### config.mk
export PLATFORM = sky130hd
export DESIGN_NAME = spi_rx_fifo
export DESIGN_NICKNAME = d
export VERILOG_FILES = /design/src/rtl/spi_rx_fifo.sv
export SDC_FILE = /design/constraint.sdc
export NUM_CORES = 1
export LEC_CHECK = 0
export CAP_MARGIN = 20
export CORE_MARGIN = 2
export CORE_UTILIZATION = 50
export DETAILED_ROUTE_END_ITERATION = 10
export DONT_BUFFER_PORTS = 1
export HOLD_SLACK_MARGIN = 0.12
export SLEW_MARGIN = 30
export SYNTH_ARGS = -nofsm -noshare
export SYNTH_HDL_FRONTEND = slang
export SYNTH_SLANG_ARGS = --single-unit
### constraint.sdc
create_clock -name clk -period 8.5 [get_ports clk]
set_input_delay 1.7 -clock clk [delete_from_list [all_inputs] [get_ports clk]]
set_output_delay 1.7 -clock clk [all_outputs]
set_load 0.03 [all_outputs]
### src/rtl/spi_rx_fifo.sv
// spi_rx_fifo: FWFT receive FIFO for SPI words with occupancy, almost-full and sticky error flags.
module spi_rx_fifo #(
    parameter int DATA_WIDTH  = 16,
    parameter int DEPTH_LOG2  = 3,
    parameter int AFULL_LEVEL = 6
) (
    input  logic                  clk,
    input  logic                  reset_b,
    input  logic                  flush,
    input  logic                  wr_en,
    input  logic [DATA_WIDTH-1:0] wr_data,
    input  logic                  rd_en,
    output logic [DATA_WIDTH-1:0] rd_data,
    output logic                  empty,
    output logic                  full,
    output logic                  almost_full,
    output logic [DEPTH_LOG2:0]   count,
    output logic                  overflow,
    output logic                  underflow
);
    localparam int DEPTH = 1 << DEPTH_LOG2;
    localparam logic [DEPTH_LOG2:0] DEPTH_C = (DEPTH_LOG2+1)'(DEPTH);
    localparam logic [DEPTH_LOG2:0] AFULL_C = (DEPTH_LOG2+1)'(AFULL_LEVEL);

    logic [DATA_WIDTH-1:0] r_mem [DEPTH];
    logic [DEPTH_LOG2-1:0] r_wr_ptr, r_rd_ptr;
    logic [DEPTH_LOG2:0]   r_count;
    logic                  r_ovf, r_udf;
    logic                  w_empty, w_full, w_rd_acc, w_wr_acc;

    assign w_empty  = r_count == '0;
    assign w_full   = r_count == DEPTH_C;
    // flush discards same-cycle traffic, so both accepts are gated by it
    assign w_rd_acc = ~flush & rd_en & ~w_empty;
    assign w_wr_acc = ~flush & wr_en & (~w_full | w_rd_acc);

    always_ff @(posedge clk or negedge reset_b) begin
        if (!reset_b) begin
            r_wr_ptr <= '0;
            r_rd_ptr <= '0;
            r_count  <= '0;
            r_ovf    <= 1'b0;
            r_udf    <= 1'b0;
        end else if (flush) begin
            r_wr_ptr <= '0;
            r_rd_ptr <= '0;
            r_count  <= '0;
            r_ovf    <= 1'b0;
            r_udf    <= 1'b0;
        end else begin
            r_wr_ptr <= r_wr_ptr + DEPTH_LOG2'(w_wr_acc);
            r_rd_ptr <= r_rd_ptr + DEPTH_LOG2'(w_rd_acc);
            r_count  <= r_count + (DEPTH_LOG2+1)'(w_wr_acc) - (DEPTH_LOG2+1)'(w_rd_acc);
            r_ovf    <= r_ovf | (wr_en & w_full & ~w_rd_acc);
            r_udf    <= r_udf | (rd_en & w_empty);
        end
    end

    always_ff @(posedge clk) begin
        if (w_wr_acc) r_mem[r_wr_ptr] <= wr_data;
    end

    assign rd_data     = w_empty ? '0 : r_mem[r_rd_ptr];
    assign empty       = w_empty;
    assign full        = w_full;
    assign almost_full = r_count >= AFULL_C;
    assign count       = r_count;
    assign overflow    = r_ovf;
    assign underflow   = r_udf;
endmodule

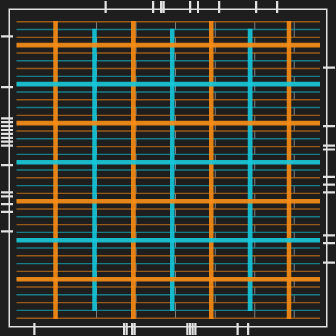
*Supply network*
Pins as bars on the die edge. Tap cells in grey.
| net | colour |
|---|---|
| VDD | cyan |
| VSS | orange |
signal pins: 46
met1 rails: 39
met4 straps: 7
tap cells: 140
met5 straps: 7
die width: 110 um
worst vdd ir: 0.141 mV
core area: 10900 um^2

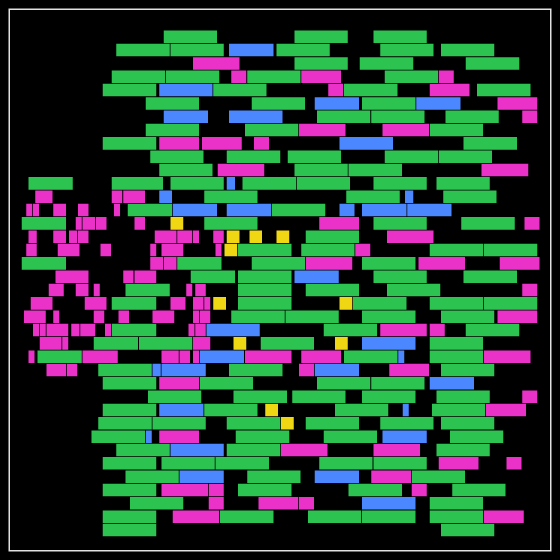
*Cell classes on the final placement*
| class | colour | cells |
|---|---|---|
| clock drivers and dummy loads | blue | 32 |
| remaining logic cells | magenta | 114 |
| sequential cells | green | 140 |
| remaining buffers and delay cells | yellow | 11 |
Row Count: 38
flop share of the area: 0.639

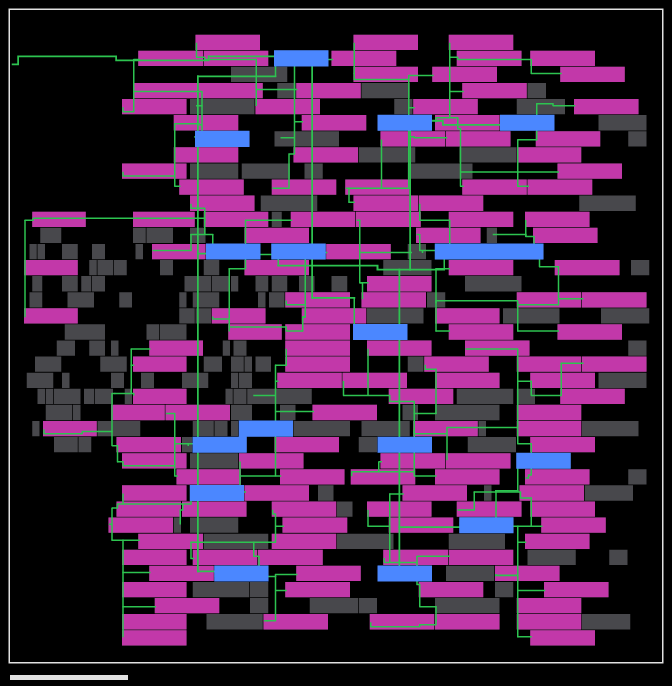
*Clock distribution*
Bar = 20 um.
[flip-flops] magenta | count: 140
[clock wires] green | length: 1470 um
[clock-net drivers] blue | count: 17
flops lie: spread over the die
Layout Skew: 0.00755 ns
Clk. pwr: 837 uW

==> impl_metrics.env <==
# physical design summary
export IMPL_status="finished, final reports clean"
export IMPL_drt_pre_antenna_iters=6
export IMPL_drc=0
export IMPL_mux_share=0.140
export IMPL_wl_per_cell_um=22.7
export IMPL_cts_tree="done"
export IMPL_synth_flop_count=140
export IMPL_tritoncts_num_buffers=17
export IMPL_grt_use_total=0.182
export IMPL_initCoreUtil=0.515
export IMPL_cts_setup_buffers=0
export IMPL_fin_hold_ws_ns=0.574
export IMPL_min_to="r_rd_ptr[2]"
export IMPL_xor_area_frac=0.00466
export IMPL_warnings=28
export IMPL_place_hpwl_mm=5.83
export IMPL_setup_tns_ns=0
export IMPL_syn2layout_area_growth_pct=15.2
export IMPL_cp_top_family="simple AND/OR/NAND/NOR gates"
export IMPL_n_antenna_cell=0
export IMPL_fin_area_um2=6490
export IMPL_synthesis_nets=299
export IMPL_ys_seq_share=0.735
export IMPL_hold_start="r_rd_ptr[2]"
export IMPL_grt_met2_usage=0.286
export IMPL_grt_overflow_total=0
export IMPL_p_per_area_nw_per_um2=301
export IMPL_ys_warn_count=0
export IMPL_crit_path_cell_trace="inv_1, ha_1, nor3b_4, nor2b_1, buf_4, a22o_1"
export IMPL_place_ws_ns=4.69
export IMPL_nNetsFinal=316
export IMPL_top_area_cell="edfxtp_1"
export IMPL_grt_pass1_wl_mm=15.2
export IMPL_synthAoiAreaFrac=0.0368
export IMPL_drv_cap=0
export IMPL_cp_max_fo=16
export IMPL_netlist_area_leader_share=0.682
export IMPL_met1_usage=0.239
export IMPL_synth_cell_type_count=29
export IMPL_cts_hold_buf=0
export IMPL_grt_pass1_vias=2699
export IMPL_area_leaders="edfxtp_1 (68%), mux4_1 (7.0%), mux4_2 (6.8%)"
export IMPL_ys_sh_simple=0.0355
export IMPL_cts_sinks=140
export IMPL_reg2reg_depth=6
export IMPL_finalCritPeriodShare=0.497
export IMPL_clk_path_buf_depth=2
export IMPL_synth_stat_cells=267
export IMPL_timing_rr_start="count[2]"
export IMPL_slew_violations=0
export IMPL_lay_top_cells="edfxtp_1 (128), mux4_2 (17), clkbuf_16 (17)"
export IMPL_lay_top_count="edfxtp_1"
export IMPL_critical_path_required_ns=6.80
export IMPL_final_hold_violation_count=0
export IMPL_gp_congestion=0.683
export IMPL_cts_max_level=4
export IMPL_grt_max_degree=34
export IMPL_whs_path_depth=2
export IMPL_hp_class="flop to flop"
export IMPL_vias_per_cell=5.86
export IMPL_finalCoreUtilization=0.594
export IMPL_syn_instance_count=267
export IMPL_avgSynthCellArea_um2=21.1
export IMPL_ys_area_um2=5640
export IMPL_setup_ws_ns=4.27
export IMPL_adder_share=0.0257
export IMPL_port_buffers=0
export IMPL_placed_cell_area_um2=5810
export IMPL_mi_logic_area_um2=1390
export IMPL_clk_pin_slew_ns=0.06
export IMPL_grt_use_met3=0.0535
export IMPL_vias=2563
export IMPL_slowest_stage="nor3b_4"
export IMPL_drtAntennaViolNets=0
export IMPL_cts_resized=0
export IMPL_top_logic_kind="multiplexers"
export IMPL_r2r_end="r_mem[3][5]"
export IMPL_insertion_delay_ns=0.41
export IMPL_register_area_um2=4150
export IMPL_first_iter_violations=159
export IMPL_antenna_found_initial=0
export IMPL_rsz0062_at_grt="no"
export IMPL_cp_end_kind="primary output"
export IMPL_busiest_layer="met2"
export IMPL_worst_path_buf_inv=2
export IMPL_slew_headroom=0.525
export IMPL_cts_root_buf="clkbuf_16"
export IMPL_r2r_slack_ns=5.47
export IMPL_drive_above_1_share=0.226
export IMPL_routed_wl_mm=9.90
export IMPL_p_leak_uw=0.00221
export IMPL_slowest_delay_ns=0.54
export IMPL_die_area_um2=12100
export IMPL_arrival_ns=2.53
export IMPL_max_freq_mhz=237
export IMPL_fill_cells=803
export IMPL_setup_viol=0
export IMPL_synth_area_um2=5640
export IMPL_min_period_ns=4.23
export IMPL_path_class="flop to primary output"
export IMPL_tightest_slew_ns=0.709
export IMPL_io_pins=46
export IMPL_crit_path_start_kind="flop"
[where the power goes]
group | internal (uW) | total [uW] | leakage (uW) | switching (uW)
Clock | 577 | 837 | 0.000328 | 260
Combinational | 112 | 292 | 0.000563 | 180
Sequential | 777 | 825 | 0.00132 | 48.5
[metrics by stage]
step / instances / total power (uW)
2_1_floorplan: 267 / 1100
3_3_place_gp: 405 / 1130
3_5_place_dp: 405 / 1140
4_1_cts: 437 / 1970
5_1_grt: 437 / 2030
6_report: 437 / 1950
[registers in the layout (all words and copies together) (netlist names)]
register	cells
underflow	1
r_rd_ptr	3
overflow	1
count	4
r_wr_ptr	3
r_mem	128
[layer usage]
| layer | wire (um) | up-vias |
|---|---|---|
| li1 | - | 1136 |
| met1 | 4450 | 1350 |
| met2 | 4810 | 62 |
| met3 | 434 | 15 |
| met4 | 201 | 0 |
| met5 | 0 | - |
[worst min-delay path, stage by stage, from the launching register on]
cell and delay, ns:
dfrtp_1 0.38, xnor2_1 0.12, nor2_1 0.04
[cells in the mapped netlist]
cell type,count
a22o_1,16
nand2b_1,3
o211ai_1,2
ha_1,10
nor3b_1,2
mux4_2,17
nor2_1,13
nand2_1,3
clkbuf_1,4
nor3_1,2
o21a_1,1
inv_1,6
fa_1,1
o21ba_2,1
mux2_2,1
or3_1,2
mux4_1,15
buf_12,2
o211ai_2,1
xnor2_1,3
a21o_1,1
nor2b_1,9
buf_6,2
dfrtp_1,12
edfxtp_1,128
buf_2,5
a21oi_1,3
nor3b_4,1
or3b_1,1
[logic make-up after synthesis]
family,after synthesis
XOR/XNOR,3
AND-OR/OR-AND,25
adder cells (fa/ha/maj),11
multiplexers,33
flip-flops,140
buffers and inverters,19
AND/OR/NAND/NOR,36
[cell type report]
cell class | count | area share
Clock buffer | 19 | 0.0667
Clock inverter | 13 | 0.0378
Inverter | 6 | 0.00347
Multi-Input combinational cell | 108 | 0.213
Sequential cell | 140 | 0.639
Tap cell | 140 | 0.0270
Timing Repair Buffer | 11 | 0.0127
[worst max path at each step]
| stage | slack, ns | depth (start not counted) | startpoint | endpoint |
|---|---|---|---|---|
| finish | 4.27 | 6 | count[2] | rd_data[10] |
| global route | 4.12 | 6 | count[2] | rd_data[10] |
| CTS | 4.25 | 6 | count[2] | rd_data[2] |
| detailed placement | 4.69 | 4 | rd_en | r_mem[3][7] |
| global placement | 4.67 | 2 | r_rd_ptr[0] | rd_data[0] |
| floorplan | 4.48 | 4 | flush | r_mem[1][0] |
Power figures rest on the tool's default switching activity, not on a simulated workload.
